--- config.mk ---
export PLATFORM = sky130hd
export DESIGN_NAME = snn_delay_layer_flat
export DESIGN_NICKNAME = d
export VERILOG_FILES = /design/src/rtl/snn_delay_layer_if.sv /design/src/rtl/snn_delay_layer.sv /design/src/flat_wrapper.sv
export SDC_FILE = /design/constraint.sdc
export NUM_CORES = 1
export LEC_CHECK = 0
export ABC_AREA = 0
export CORE_ASPECT_RATIO = 2
export CORE_MARGIN = 2
export CORE_UTILIZATION = 57
export CTS_CLUSTER_SIZE = 24
export DETAILED_ROUTE_END_ITERATION = 7
export PLACE_DENSITY_LB_ADDON = 0.08
export SYNTH_ARGS = -nofsm -noshare
export SYNTH_HDL_FRONTEND = slang
export SYNTH_SLANG_ARGS = --single-unit
--- constraint.sdc ---
create_clock -name clk -period 7.15 [get_ports clk]
set_input_delay 1.43 -clock clk [delete_from_list [all_inputs] [get_ports clk]]
set_output_delay 1.43 -clock clk [all_outputs]
set_load 0.02 [all_outputs]
--- src/rtl/snn_delay_layer_if.sv ---
// snn_delay_layer_if: spike, configuration and status signals of the delay layer
interface snn_delay_layer_if #(
    parameter int N_IN  = 8,
    parameter int N_OUT = 2,
    parameter int MP_W  = 6
);
    logic                    step;
    logic [N_IN-1:0]         input_spikes;
    logic                    cfg_we;
    logic [7:0]              cfg_addr;
    logic [7:0]              cfg_wdata;
    logic [N_OUT-1:0]        output_spikes;
    logic                    spike_valid;
    logic [N_OUT*MP_W-1:0]   membrane_out;
    logic                    running;
    modport master (
        output step, input_spikes, cfg_we, cfg_addr, cfg_wdata,
        input  output_spikes, spike_valid, membrane_out, running
    );
    modport slave (
        input  step, input_spikes, cfg_we, cfg_addr, cfg_wdata,
        output output_spikes, spike_valid, membrane_out, running
    );
endinterface

--- src/rtl/snn_delay_layer.sv ---
// snn_delay_layer: LIF spiking layer with per-synapse axonal delays and byte-wide config port
module snn_delay_layer #(
    parameter int N_IN   = 8,
    parameter int N_OUT  = 2,
    parameter int W_BITS = 4,
    parameter int D_BITS = 3,
    parameter int MP_W   = 6
) (
    input logic              clk,
    input logic              rst_n,
    snn_delay_layer_if.slave bus
);
    localparam int MAXD = 2**D_BITS - 1;
    localparam int NSYN = N_IN * N_OUT;
    localparam int KW   = $clog2(NSYN);
    localparam int SW   = MP_W + W_BITS + $clog2(N_IN) + 2;
    localparam logic signed [SW-1:0] VMAX = SW'((1 << MP_W) - 1);

    logic [MP_W-1:0]   thr_q, thr_d, decay_q, decay_d;
    logic [3:0]        refp_q, refp_d;
    logic              run_q, run_d;
    logic [W_BITS-1:0] w_q [NSYN];
    logic [W_BITS-1:0] w_d [NSYN];
    logic [D_BITS-1:0] dl_q [NSYN];
    logic [D_BITS-1:0] dl_d [NSYN];
    logic [MAXD-1:0]   hist_q [N_IN];
    logic [MAXD-1:0]   hist_d [N_IN];
    logic [MP_W-1:0]   v_q [N_OUT];
    logic [MP_W-1:0]   v_d [N_OUT];
    logic [3:0]        refr_q [N_OUT];
    logic [3:0]        refr_d [N_OUT];
    logic [N_OUT-1:0]  spk_q, spk_d;
    logic              sv_q, sv_d;

    logic                 acc, clr, syn_we;
    logic [7:0]           syn_k;
    logic                 act [NSYN];
    logic signed [SW-1:0] sum_c [N_OUT];
    logic signed [SW-1:0] t_c [N_OUT];
    logic [MP_W-1:0]      clamp_c [N_OUT];
    logic [N_OUT-1:0]     fire_c;
    logic                 unused_wdata;

    assign acc          = bus.step && run_q;
    assign clr          = bus.cfg_we && bus.cfg_addr == 8'h03 && bus.cfg_wdata[1];
    assign syn_k        = bus.cfg_addr - 8'h10;
    assign syn_we       = bus.cfg_we && bus.cfg_addr >= 8'h10 && int'(syn_k) < NSYN;
    assign unused_wdata = ^bus.cfg_wdata;

    // delay 0 taps the live input, delay d taps the input from d steps ago
    always_comb begin
        for (int k = 0; k < NSYN; k++)
            act[k] = dl_q[k] == '0 ? bus.input_spikes[k % N_IN]
                                   : hist_q[k % N_IN][dl_q[k] - D_BITS'(1)];
    end

    always_comb begin
        for (int j = 0; j < N_OUT; j++) begin
            sum_c[j] = '0;
            for (int i = 0; i < N_IN; i++)
                sum_c[j] = sum_c[j] + (act[j*N_IN+i]
                    ? {{(SW-W_BITS){w_q[j*N_IN+i][W_BITS-1]}}, w_q[j*N_IN+i]} : '0);
            t_c[j]     = SW'(v_q[j]) - SW'(decay_q) + sum_c[j];
            clamp_c[j] = t_c[j] < 0 ? '0 : t_c[j] > VMAX ? '1 : t_c[j][MP_W-1:0];
            fire_c[j]  = refr_q[j] == '0 && clamp_c[j] >= thr_q;
        end
    end

    always_comb begin
        thr_d   = thr_q;
        decay_d = decay_q;
        refp_d  = refp_q;
        run_d   = run_q;
        w_d     = w_q;
        dl_d    = dl_q;
        hist_d  = hist_q;
        v_d     = v_q;
        refr_d  = refr_q;
        spk_d   = spk_q;
        sv_d    = 1'b0;
        if (acc) begin
            sv_d  = 1'b1;
            spk_d = fire_c;
            for (int j = 0; j < N_OUT; j++) begin
                v_d[j]    = (refr_q[j] != '0 || fire_c[j]) ? '0 : clamp_c[j];
                refr_d[j] = refr_q[j] != '0 ? refr_q[j] - 4'd1 : fire_c[j] ? refp_q : '0;
            end
            for (int i = 0; i < N_IN; i++)
                hist_d[i] = (hist_q[i] << 1) | MAXD'(bus.input_spikes[i]);
        end
        if (bus.cfg_we) begin
            thr_d   = bus.cfg_addr == 8'h00 ? bus.cfg_wdata[MP_W-1:0] : thr_q;
            decay_d = bus.cfg_addr == 8'h01 ? bus.cfg_wdata[MP_W-1:0] : decay_q;
            refp_d  = bus.cfg_addr == 8'h02 ? bus.cfg_wdata[3:0] : refp_q;
            run_d   = bus.cfg_addr == 8'h03 ? bus.cfg_wdata[0] : run_q;
        end
        if (syn_we) begin
            w_d[syn_k[KW-1:0]]  = bus.cfg_wdata[W_BITS-1:0];
            dl_d[syn_k[KW-1:0]] = bus.cfg_wdata[W_BITS+D_BITS-1:W_BITS];
        end
        // clear wins over a coincident step but leaves configuration intact
        if (clr) begin
            hist_d = '{default: '0};
            v_d    = '{default: '0};
            refr_d = '{default: '0};
            spk_d  = '0;
            sv_d   = 1'b0;
        end
    end

    always_ff @(posedge clk) begin
        if (!rst_n) begin
            thr_q   <= '0;
            decay_q <= '0;
            refp_q  <= '0;
            run_q   <= 1'b0;
            w_q     <= '{default: '0};
            dl_q    <= '{default: '0};
            hist_q  <= '{default: '0};
            v_q     <= '{default: '0};
            refr_q  <= '{default: '0};
            spk_q   <= '0;
            sv_q    <= 1'b0;
        end else begin
            thr_q   <= thr_d;
            decay_q <= decay_d;
            refp_q  <= refp_d;
            run_q   <= run_d;
            w_q     <= w_d;
            dl_q    <= dl_d;
            hist_q  <= hist_d;
            v_q     <= v_d;
            refr_q  <= refr_d;
            spk_q   <= spk_d;
            sv_q    <= sv_d;
        end
    end

    assign bus.output_spikes = spk_q;
    assign bus.spike_valid   = sv_q;
    assign bus.running       = run_q;
    for (genvar g = 0; g < N_OUT; g++) begin : g_mem
        assign bus.membrane_out[g*MP_W +: MP_W] = v_q[g];
    end
endmodule

--- src/flat_wrapper.sv ---
// flat-port wrapper written by rule: the top's interface ports become plain ports
module snn_delay_layer_flat 
#(
    parameter int N_IN   = 8,
    parameter int N_OUT  = 2,
    parameter int W_BITS = 4,
    parameter int D_BITS = 3,
    parameter int MP_W   = 6
)
  (clk, rst_n, bus_step, bus_input_spikes, bus_cfg_we, bus_cfg_addr, bus_cfg_wdata, bus_output_spikes, bus_spike_valid, bus_membrane_out, bus_running);
  snn_delay_layer_if #(.N_IN(N_IN), .N_OUT(N_OUT), .MP_W(MP_W)) bus_i ();
  input logic clk;
  input logic rst_n;
  input wire logic [$bits(bus_i.step)-1:0] bus_step;
  input wire logic [$bits(bus_i.input_spikes)-1:0] bus_input_spikes;
  input wire logic [$bits(bus_i.cfg_we)-1:0] bus_cfg_we;
  input wire logic [$bits(bus_i.cfg_addr)-1:0] bus_cfg_addr;
  input wire logic [$bits(bus_i.cfg_wdata)-1:0] bus_cfg_wdata;
  output wire logic [$bits(bus_i.output_spikes)-1:0] bus_output_spikes;
  output wire logic [$bits(bus_i.spike_valid)-1:0] bus_spike_valid;
  output wire logic [$bits(bus_i.membrane_out)-1:0] bus_membrane_out;
  output wire logic [$bits(bus_i.running)-1:0] bus_running;
  assign bus_i.step = bus_step;
  assign bus_i.input_spikes = bus_input_spikes;
  assign bus_i.cfg_we = bus_cfg_we;
  assign bus_i.cfg_addr = bus_cfg_addr;
  assign bus_i.cfg_wdata = bus_cfg_wdata;
  assign bus_output_spikes = bus_i.output_spikes;
  assign bus_spike_valid = bus_i.spike_valid;
  assign bus_membrane_out = bus_i.membrane_out;
  assign bus_running = bus_i.running;
  snn_delay_layer #(.N_IN(N_IN), .N_OUT(N_OUT), .W_BITS(W_BITS), .D_BITS(D_BITS), .MP_W(MP_W)) u_core (.clk(clk), .rst_n(rst_n), .bus(bus_i));
endmodule
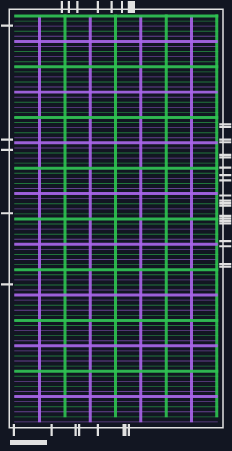
Fig. 1. Supply network (run 1).
Bar = 20 um. Pins as bars on the die edge.
| net | color |
|---|---|
| VSS | purple |
| VDD | green |
met4 straps: 8
met5 straps: 16

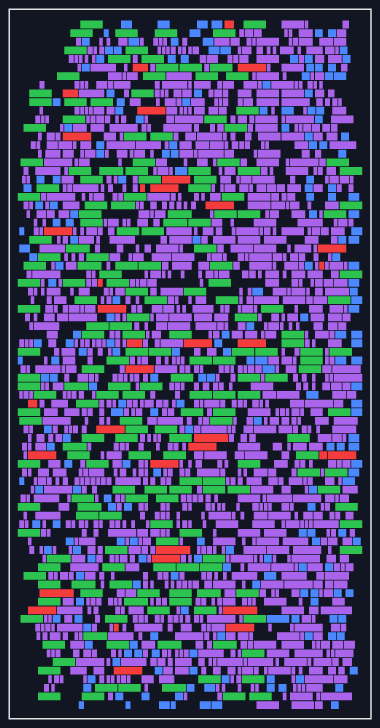
Fig. 2. Placement by cell class (run 1).
| class | color | cells | share of their area |
|---|---|---|---|
| other buffers and delay cells | blue | 228 | 11% |
| flip-flops | green | 208 | 25% |
| all other logic | purple | 1313 | 60% |
| clock drivers and dummy loads | red | 35 | 4.3% |

==> impl_metrics.yaml, run 1 <==
# synthesis and place-and-route metrics
worst_setup_path:
  worst_r2r_startpoint: "u_core.dl_q[31]$_SDFFE_PN0P_"
  worst-path-buf-inv: 7
  crit_required_ns: 7.58
  crit_path_top_delay_cell: "sky130_fd_sc_hd__fa_2"
  path_class: "reg -> reg"
  r2r_end: "u_core.bus.membrane_out[3]$_SDFFE_PP0P_"
synthesis:
  top_cells_by_area: "sky130_fd_sc_hd__dfxtp_1 30%, sky130_fd_sc_hd__fa_1 13%, sky130_fd_sc_hd__nand2_1 7.5%, sky130_fd_sc_hd__ha_1 7.5%, sky130_fd_sc_hd__a21oi_1 6.9%"
  post_synth_fa_ha_maj_area_fraction: 0.2029
  synthXorXnorAreaFrac: 0.01084
  synth.comb.largest_family: "adder cells"
  top_cells_by_count: "276 x sky130_fd_sc_hd__nand2_1, 208 x sky130_fd_sc_hd__dfxtp_1, 190 x sky130_fd_sc_hd__a21oi_1"
floorplan:
  fp_util: 0.5791
  num_io_pins: 44
  core_um2: 23720
placed_design:
  placed_cells: 2006
  dp_hpwl_um: 26140
sta:
  final_max_slew_viol_count: 0
  setup-violations-final: 12
  min_period_ns: 7.223
  postLayoutSetupSlackWorst_ns: -0.07349
status:
  result_of_the_run: "complete, but fails checks"
  failed_checks: "setup timing"
final_layout:
  final-seq-area_um2: 4185
  layout.area.comb_um2: 9570
clock_tree:
  cts_setup_buffers: 25
power:
  static-leakage-power_nw: 6.992
  largestPowerGroup: "clock"
drt:
  first_iter_violations: 464
  drt-pass1-iter-count: 7
global_routing:
  grt_pass1_vias: 12041
  globalRoute.busiestLayer: "met2"
  grt.met1_usage: 0.3070
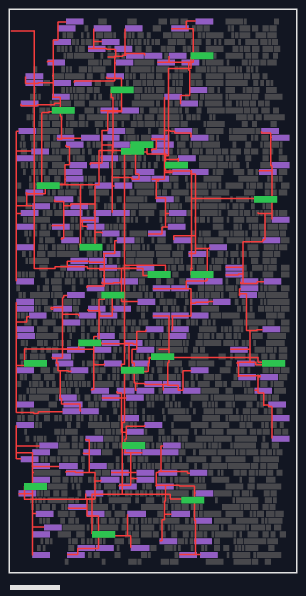
Fig. 3. Clock wires, drivers and flops (run 1).
Bar = 20 um.
[cells driving clock nets] green | count: 21
[flip-flops] purple | count: 208
[clock wires] red | length: 2720 um
routed clock nets: 22

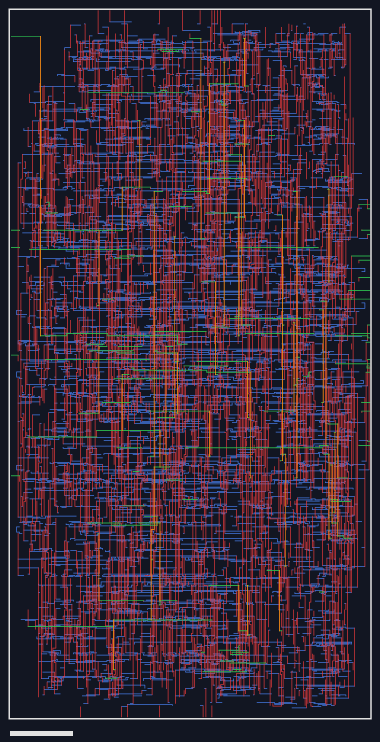
Fig. 4. Metal layers overlaid (run 1).
Bar = 20 um.
| layer | color | wire length |
|---|---|---|
| met3 | green | 1040 um |
| met1 | blue | 13500 um |
| met2 | red | 20.6 mm |
| met4 | orange | 1410 um |

==> run 2, diff against run 1 <==
--- a/config.mk
+++ b/config.mk
@@ -7,7 +7,6 @@
 export LEC_CHECK = 0
 export ABC_AREA = 0
 export CORE_ASPECT_RATIO = 2
-export CORE_MARGIN = 2
 export CORE_UTILIZATION = 57
 export CTS_CLUSTER_SIZE = 24
 export DETAILED_ROUTE_END_ITERATION = 7
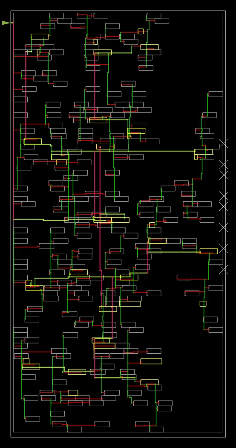
Fig. 5. The clock network (run 2).
Insertion Delay late pin: 0.51 ns
power attributed to the clock group: 1.15 mW
TritonCTS Sinks: 208
count of flip-flops and latches: 208
Setup Skew: 0.01241 ns

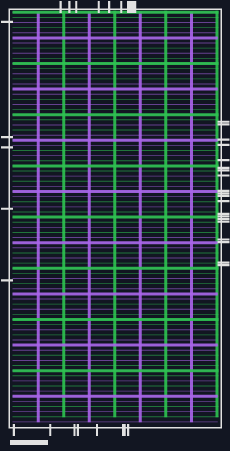
Fig. 6. Supply network (run 2).
Bar = 20 um. Pins as bars on the die edge.
| net | color |
|---|---|
| VDD | green |
| VSS | purple |
rows: 80
met1 rails: 81

==> run 2 against run 1 <==
The flow finishes with violations (DRC, setup timing). Fmax grew 0.45%. Clock power down 3%. Critical endpoint is now u_core.bus.membrane_out[9]$_SDFFE_PP0P_. First-iteration DRC count increased by 70%. Die area shrank 2.6%. Sequential share of layout area rose by 0.12 points. Global-route usage rose by 0.72 points. Clock-buffer cell count up 2. Wire length is 1.8% lower.
==> impl_metrics.yaml, run 2 <==
# synthesis and place-and-route metrics
placed_design:
  placed_cells: 2013
  dp_hpwl_um: 26440
global_routing:
  grt.met1_usage: 0.3183
  groute.layer.met2.usage: 0.5804
  globalRoute.busiestLayer: "met2"
drt:
  post-route-drc-count: 8
  first_iter_violations: 787
  drt-pass1-iter-count: 8
sta:
  final_max_slew_viol_count: 0
  setup-violations-final: 5
  postLayoutSetupSlackWorst_ns: -0.04081
  min_period_ns: 7.191
power:
  net-switching-power_mw: 0.5938
  p_total_mw: 2.494
  powerComb_mw: 0.181
  largestPowerGroup: "registers"
  static-leakage-power_nw: 6.986
synthesis:
  post_synth_fa_ha_maj_area_fraction: 0.2029
  synthXorXnorAreaFrac: 0.01084
  synth.comb.largest_family: "adder cells"
  top_cells_by_area: "sky130_fd_sc_hd__dfxtp_1 30%, sky130_fd_sc_hd__fa_1 13%, sky130_fd_sc_hd__nand2_1 7.5%, sky130_fd_sc_hd__ha_1 7.5%, sky130_fd_sc_hd__a21oi_1 6.9%"
final_layout:
  layout.area.comb_um2: 9540
  final-seq-area_um2: 4192
  final_nets: 1967
  buffers_excl_clock: 225
clock_tree:
  cts-root-buf: "sky130_fd_sc_hd__clkbuf_16"
  cts_setup_buffers: 13
worst_setup_path:
  worst-r2r-setup-slack_ns: -0.04
  worst-path-buf-inv: 6
  crit_required_ns: 7.58
  worst_r2r_startpoint: "u_core.dl_q[21]$_SDFFE_PN0P_"
  crit_path_top_delay_cell: "sky130_fd_sc_hd__fa_2"
  critical_path.endpoint_type: "flop"
  r2r_end: "u_core.bus.membrane_out[9]$_SDFFE_PP0P_"
floorplan:
  num_io_pins: 44
  core_um2: 23720
status:
  failed_checks: "DRC, setup timing"
  result_of_the_run: "complete, but fails checks"
worst_hold_path:
  hold_path_endpoint: "u_core.w_q[37]$_SDFFE_PN0P_"
Power figures rest on the tool's default switching activity, not on a simulated workload.
